### config.mk
export PLATFORM = sky130hd
export DESIGN_NAME = decode_queue_flat
export DESIGN_NICKNAME = d
export VERILOG_FILES = /design/src/rtl/decode_queue_if.sv /design/src/rtl/decode_queue.sv /design/src/flat_wrapper.sv
export SDC_FILE = /design/constraint.sdc
export NUM_CORES = 1
export LEC_CHECK = 0
export ABC_AREA = 0
export CAP_MARGIN = 15
export CORE_UTILIZATION = 49
export DETAILED_ROUTE_END_ITERATION = 12
export PLACE_DENSITY = 0.85
export SYNTH_ARGS = -nofsm -noshare
export SYNTH_HDL_FRONTEND = slang
export SYNTH_SLANG_ARGS = --single-unit
### constraint.sdc
create_clock -name cpu_clk -period 1.6 [get_ports cpu_clk]
set_input_delay 0.16 -clock cpu_clk [delete_from_list [all_inputs] [get_ports cpu_clk]]
set_output_delay 0.16 -clock cpu_clk [all_outputs]
set_load 0.02 [all_outputs]
### src/rtl/decode_queue_if.sv
// Instruction-in / decoded-bundle-out handshake of the branch-decode stage.
// The slave modport is the decode_queue view; master is the surrounding pipeline.
interface decode_queue_if #(
    parameter int INS_W = 16,
    parameter int REG_W = 4
);
    logic             ins_valid;
    logic             ins_ready;
    logic [INS_W-1:0] ins;
    logic             out_valid;
    logic             out_ready;
    logic             is_br;
    logic             read_a;
    logic             imm_a;
    logic [REG_W:0]   arg_a;
    logic             read_b;
    logic [REG_W-1:0] src_b;
    logic             set_pc;
    logic             add_pc;
    logic [2:0]       cmp_b;
    logic             target_en;
    logic [INS_W-1:0] target;

    modport slave (
        input  ins_valid, ins, out_ready,
        output ins_ready, out_valid, is_br, read_a, imm_a, arg_a, read_b,
               src_b, set_pc, add_pc, cmp_b, target_en, target
    );

    modport master (
        output ins_valid, ins, out_ready,
        input  ins_ready, out_valid, is_br, read_a, imm_a, arg_a, read_b,
               src_b, set_pc, add_pc, cmp_b, target_en, target
    );
endinterface

### src/rtl/decode_queue.sv
// Branch-decode stage: two-word sequencer (JMPIMM + target word) feeding a
// DEPTH-entry in-order queue of decoded bundles.
`ifndef OPCODE
`define OPCODE 15:12
`endif
`ifndef OPCODE_JMP
`define OPCODE_JMP 4'h1
`endif
`ifndef OPCODE_JMPIMM
`define OPCODE_JMPIMM 4'h2
`endif
`ifndef OPCODE_B
`define OPCODE_B 4'h3
`endif
`ifndef OPCODE_BN
`define OPCODE_BN 4'h4
`endif

module decode_queue #(
    parameter int INS_W = 16,
    parameter int REG_W = 4,
    parameter int DEPTH = 2
) (
    input  logic          cpu_clk,
    input  logic          cpu_rst_n,
    input  logic          flush,
    decode_queue_if.slave q
);
    localparam int PW = (DEPTH > 1) ? $clog2(DEPTH) : 1;
    localparam int CW = $clog2(DEPTH + 1);
    localparam logic [CW-1:0] DEPTH_C  = CW'(DEPTH);
    localparam logic [PW-1:0] LAST_PTR = PW'(DEPTH - 1);

    function automatic logic [INS_W-1:0] opcode_mask_f();
        logic [INS_W-1:0] m;
        m = {INS_W{1'b0}};
        m[`OPCODE] = ~m[`OPCODE];
        return m;
    endfunction

    function automatic logic [INS_W-1:0] field_mask_f();
        logic [INS_W-1:0] m;
        m = {INS_W{1'b0}};
        for (int i = 0; i < INS_W; i++) m[i] = (i < 2 * REG_W + 2);
        return m;
    endfunction

    // REG_A, REG_B and IMM together occupy ins[2*REG_W+1:0]; the opcode must sit above them.
    if (((opcode_mask_f() & field_mask_f()) != {INS_W{1'b0}}) ||
        (DEPTH < 1) || (2 * REG_W + 2 > INS_W)) begin : g_bad_cfg
        $error("decode_queue: operand fields overlap the opcode field or DEPTH < 1");
    end

    typedef struct packed {
        logic             is_br;
        logic             read_a;
        logic             imm_a;
        logic [REG_W:0]   arg_a;
        logic             read_b;
        logic [REG_W-1:0] src_b;
        logic             set_pc;
        logic             add_pc;
        logic [2:0]       cmp_b;
        logic             target_en;
        logic [INS_W-1:0] target;
    } entry_t;

    localparam entry_t ZERO_ENTRY = entry_t'({$bits(entry_t){1'b0}});

    typedef enum logic [0:0] {S_OP = 1'b0, S_EXT = 1'b1} state_t;

    state_t          state_r, state_nx_s;
    entry_t          mem_r [DEPTH];
    logic [PW-1:0]   wr_ptr_r, rd_ptr_r;
    logic [CW-1:0]   count_r;
    entry_t          dec_s, push_entry_s, head_s;
    logic            ins_ready_s, out_valid_s, accept_s, pop_s, push_s, is_jmpimm_s;

    function automatic logic [PW-1:0] next_ptr(input logic [PW-1:0] p);
        return (p == LAST_PTR) ? {PW{1'b0}} : p + PW'(1);
    endfunction

    assign ins_ready_s = !flush && (count_r != DEPTH_C);
    assign out_valid_s = !flush && (count_r != {CW{1'b0}});
    assign accept_s    = q.ins_valid && ins_ready_s;
    assign pop_s       = out_valid_s && q.out_ready;
    assign is_jmpimm_s = (q.ins[`OPCODE] == `OPCODE_JMPIMM);

    // Single-word decode of the opcode word; unknown opcodes become a zero bundle.
    always_comb begin
        dec_s = ZERO_ENTRY;
        case (q.ins[`OPCODE])
            `OPCODE_JMP: begin
                dec_s.is_br  = 1'b1;
                dec_s.read_a = 1'b1;
                dec_s.arg_a  = {1'b0, q.ins[REG_W+1:2]};
                dec_s.read_b = 1'b1;
                dec_s.src_b  = q.ins[2*REG_W+1:REG_W+2];
                dec_s.set_pc = 1'b1;
            end
            `OPCODE_B: begin
                dec_s.is_br  = 1'b1;
                dec_s.read_a = 1'b1;
                dec_s.arg_a  = {1'b0, q.ins[REG_W+1:2]};
                dec_s.read_b = 1'b1;
                dec_s.src_b  = q.ins[2*REG_W+1:REG_W+2];
                dec_s.add_pc = 1'b1;
                dec_s.cmp_b  = {q.ins[1:0], 1'b1};
            end
            `OPCODE_BN: begin
                dec_s.is_br  = 1'b1;
                dec_s.imm_a  = 1'b1;
                dec_s.arg_a  = q.ins[REG_W+1:1];
                dec_s.read_b = 1'b1;
                dec_s.src_b  = q.ins[2*REG_W+1:REG_W+2];
                dec_s.add_pc = 1'b1;
                dec_s.cmp_b  = {1'b0, q.ins[0], 1'b1};
            end
            default: dec_s = ZERO_ENTRY;
        endcase
    end

    // Sequencer: JMPIMM defers its push until the target word arrives.
    always_comb begin
        state_nx_s   = state_r;
        push_s       = 1'b0;
        push_entry_s = dec_s;
        case (state_r)
            S_OP: begin
                if (accept_s && is_jmpimm_s) begin
                    state_nx_s = S_EXT;
                end else if (accept_s) begin
                    push_s = 1'b1;
                end else begin
                    push_s = 1'b0;
                end
            end
            S_EXT: begin
                if (accept_s) begin
                    push_s                 = 1'b1;
                    push_entry_s           = ZERO_ENTRY;
                    push_entry_s.is_br     = 1'b1;
                    push_entry_s.set_pc    = 1'b1;
                    push_entry_s.target_en = 1'b1;
                    push_entry_s.target    = q.ins;
                    state_nx_s             = S_OP;
                end else begin
                    state_nx_s = S_EXT;
                end
            end
            default: state_nx_s = S_OP;
        endcase
    end

    // Sequencer state register; flush drops any half-received JMPIMM.
    always_ff @(posedge cpu_clk or negedge cpu_rst_n) begin
        if (!cpu_rst_n) begin
            state_r <= S_OP;
        end else if (flush) begin
            state_r <= S_OP;
        end else begin
            state_r <= state_nx_s;
        end
    end

    // Circular entry store with occupancy count.
    always_ff @(posedge cpu_clk or negedge cpu_rst_n) begin
        if (!cpu_rst_n) begin
            count_r  <= {CW{1'b0}};
            wr_ptr_r <= {PW{1'b0}};
            rd_ptr_r <= {PW{1'b0}};
            for (int i = 0; i < DEPTH; i++) mem_r[i] <= ZERO_ENTRY;
        end else if (flush) begin
            count_r  <= {CW{1'b0}};
            wr_ptr_r <= {PW{1'b0}};
            rd_ptr_r <= {PW{1'b0}};
        end else begin
            if (push_s) begin
                mem_r[wr_ptr_r] <= push_entry_s;
                wr_ptr_r        <= next_ptr(wr_ptr_r);
            end
            if (pop_s) begin
                rd_ptr_r <= next_ptr(rd_ptr_r);
            end
            case ({push_s, pop_s})
                2'b10:   count_r <= count_r + CW'(1);
                2'b01:   count_r <= count_r - CW'(1);
                default: count_r <= count_r;
            endcase
        end
    end

    // Head bundle is presented only while valid, otherwise all zero.
    always_comb begin
        if (out_valid_s) begin
            head_s = mem_r[rd_ptr_r];
        end else begin
            head_s = ZERO_ENTRY;
        end
    end

    assign q.ins_ready = ins_ready_s;
    assign q.out_valid = out_valid_s;
    assign q.is_br     = head_s.is_br;
    assign q.read_a    = head_s.read_a;
    assign q.imm_a     = head_s.imm_a;
    assign q.arg_a     = head_s.arg_a;
    assign q.read_b    = head_s.read_b;
    assign q.src_b     = head_s.src_b;
    assign q.set_pc    = head_s.set_pc;
    assign q.add_pc    = head_s.add_pc;
    assign q.cmp_b     = head_s.cmp_b;
    assign q.target_en = head_s.target_en;
    assign q.target    = head_s.target;
endmodule

### src/flat_wrapper.sv
// flat-port wrapper written by rule: the top's interface ports become plain ports
module decode_queue_flat 
#(
    parameter int INS_W = 16,
    parameter int REG_W = 4,
    parameter int DEPTH = 2
)
  (cpu_clk, cpu_rst_n, flush, q_ins_valid, q_ins, q_out_ready, q_ins_ready, q_out_valid, q_is_br, q_read_a, q_imm_a, q_arg_a, q_read_b, q_src_b, q_set_pc, q_add_pc, q_cmp_b, q_target_en, q_target);
  decode_queue_if #(.INS_W(INS_W), .REG_W(REG_W)) q_i ();
  input  logic cpu_clk;
  input  logic cpu_rst_n;
  input  logic flush;
  input wire logic [$bits(q_i.ins_valid)-1:0] q_ins_valid;
  input wire logic [$bits(q_i.ins)-1:0] q_ins;
  input wire logic [$bits(q_i.out_ready)-1:0] q_out_ready;
  output wire logic [$bits(q_i.ins_ready)-1:0] q_ins_ready;
  output wire logic [$bits(q_i.out_valid)-1:0] q_out_valid;
  output wire logic [$bits(q_i.is_br)-1:0] q_is_br;
  output wire logic [$bits(q_i.read_a)-1:0] q_read_a;
  output wire logic [$bits(q_i.imm_a)-1:0] q_imm_a;
  output wire logic [$bits(q_i.arg_a)-1:0] q_arg_a;
  output wire logic [$bits(q_i.read_b)-1:0] q_read_b;
  output wire logic [$bits(q_i.src_b)-1:0] q_src_b;
  output wire logic [$bits(q_i.set_pc)-1:0] q_set_pc;
  output wire logic [$bits(q_i.add_pc)-1:0] q_add_pc;
  output wire logic [$bits(q_i.cmp_b)-1:0] q_cmp_b;
  output wire logic [$bits(q_i.target_en)-1:0] q_target_en;
  output wire logic [$bits(q_i.target)-1:0] q_target;
  assign q_i.ins_valid = q_ins_valid;
  assign q_i.ins = q_ins;
  assign q_i.out_ready = q_out_ready;
  assign q_ins_ready = q_i.ins_ready;
  assign q_out_valid = q_i.out_valid;
  assign q_is_br = q_i.is_br;
  assign q_read_a = q_i.read_a;
  assign q_imm_a = q_i.imm_a;
  assign q_arg_a = q_i.arg_a;
  assign q_read_b = q_i.read_b;
  assign q_src_b = q_i.src_b;
  assign q_set_pc = q_i.set_pc;
  assign q_add_pc = q_i.add_pc;
  assign q_cmp_b = q_i.cmp_b;
  assign q_target_en = q_i.target_en;
  assign q_target = q_i.target;
  decode_queue #(.INS_W(INS_W), .REG_W(REG_W), .DEPTH(DEPTH)) u_core (.cpu_clk(cpu_clk), .cpu_rst_n(cpu_rst_n), .flush(flush), .q(q_i));
endmodule
==> CHANGELOG.md <==
## Flow update

* Clk cell area share at 0.0381
* Flop share of the area at 0.329
* Total negative slack at -19.85 ns
* Lkg Pwr at between 2 and 3 nW
* XOR/XNOR Area Share at 0.00461
* Final WS setup at -0.264 ns
* Final ANT Viol Nets at 0
* Core Util at FP at 0.516
* Dominant logic cell types in the final layout: 72 x dfrtp_1, 39 x buf_4, 32 x mux2_4
* CTS Sinks at 73
* Seq_cells at 73
* Final net count at ~430
* Status: finished with violations
* RSZ-0062 raised after global routing: yes
* Post-layout util at 0.753
* Nonclk buf count at 113
* Reg2reg setup slack at -0.26 ns
* H-tree lvl count at 3
* Design Power at 0.00450 W
* Area leader share at 0.481
* Max incr delay on CP at between 0.4 and 0.5 ns
* Die Y-Extent at 90.1 um
* Pre-CTS WS at -0.544 ns
* Area leader, netlist: dfrtp_1
* Top Usage Layer GRT: met2
* GRT met1 Usage at 0.344
* CP Buf/Inv Count at 3
* Top cells by count, synth: 73 x dfrtp_1, 42 x nor2_1, 37 x mux2i_1
* CTS max path bufs at 2
* Largest register FFs at about 68
* Violated checks: negative setup slack
* Tcrit/Tclk final at 1.16
* Initial antenna violation count at 0
* Final Hold Viols at 0
* Delay-heaviest family, CP: simple AND/OR/NAND/NOR gates
* Core box area at ~7400 um^2
* Worst Hold Margin at 0.340 ns
* Yosys Chip Area at 3800 um^2
* Area Overhead vs Synth at 46.0%
* Final tally of setup violations at 105
* Max IR drop VDD at 0.642 mV
* GR Layer Usage met3 at 0.0575
* First-pass DRT Iterations at 4
* Synth Warn # at 0
* IO Count at around 58
* Unique cell types at 41
* Drt total wl at 11,200 um
* Placed Area at 4690 um^2
* DRC Markers at 0
Fig. 1: gate families picked out
The bar under the picture is 20 um long.
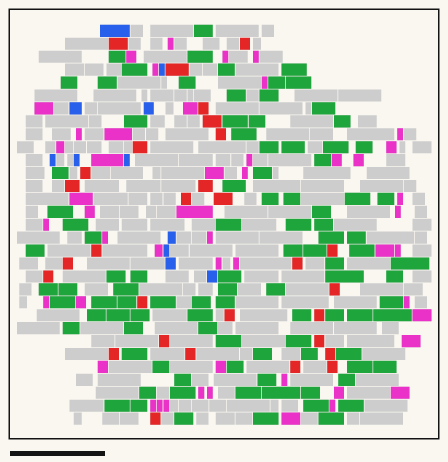
Key: and/or cells = red [cells 29]; nor cells = magenta [cells 49, where spread over the die]; nand cells = blue [cells 11]; mux cells = green [cells 99, where spread over the die]
combinational share of cell area: 0.367
Post-Layout Cell Count: 517
most frequent logic cell in the layout: dfrtp_1

Fig. 2: zoomed window
The bar under the picture is 10 um long. Window x 33 to 58, y 15 to 40 um. Cells in gray, sequential cells in the stronger gray; small squares are vias.
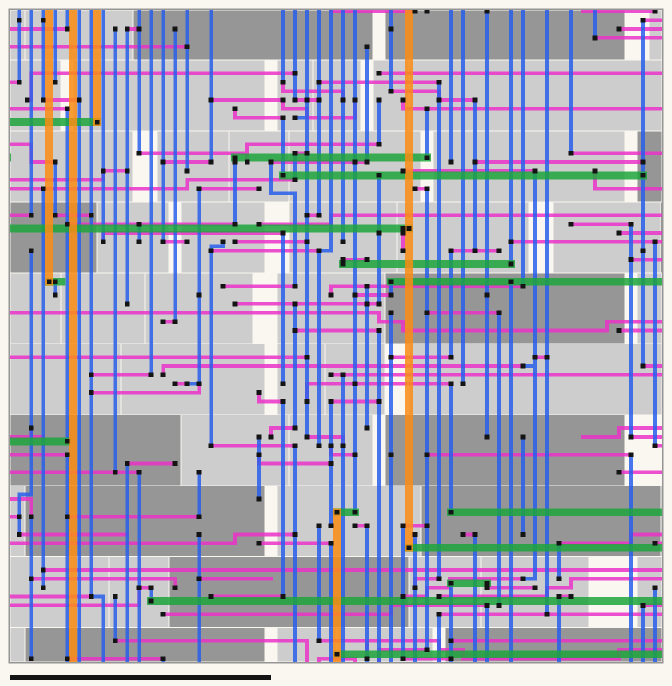
Key: M2 = blue; M3 = green; M4 = orange; M1 = magenta
Netlist names of flops here include u_core.mem_r (8). Sequential cells in the window: 8. Most frequent: dfrtp_1 (8), mux2_2 (6), buf_12 (4). 40 logic cells have their middle in the window.

Fig. 3: routed metal per tile
The die is cut into 18 by 18 equal tiles; black is low, pale yellow is high, scaled to the fullest tile. Values are wire area over tile area, all layers added.
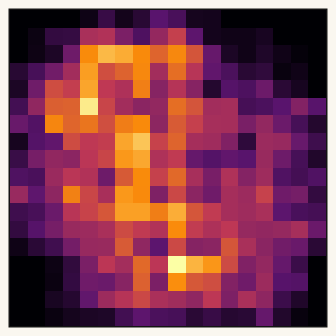
24% of the tiles are over half the peak. The emptiest ninth of the die: north-east. The densest ninth of the die: center. The fullest tile reaches 0.64. 9.6% of the tiles are nearly empty. The mean over all tiles is 0.22.
Avg WL per Cell: 21.6 um
Via Count: 2,920
Global Route Usage Sum: 0.284

No activity file was given, so power comes from the tool's default toggle rates.
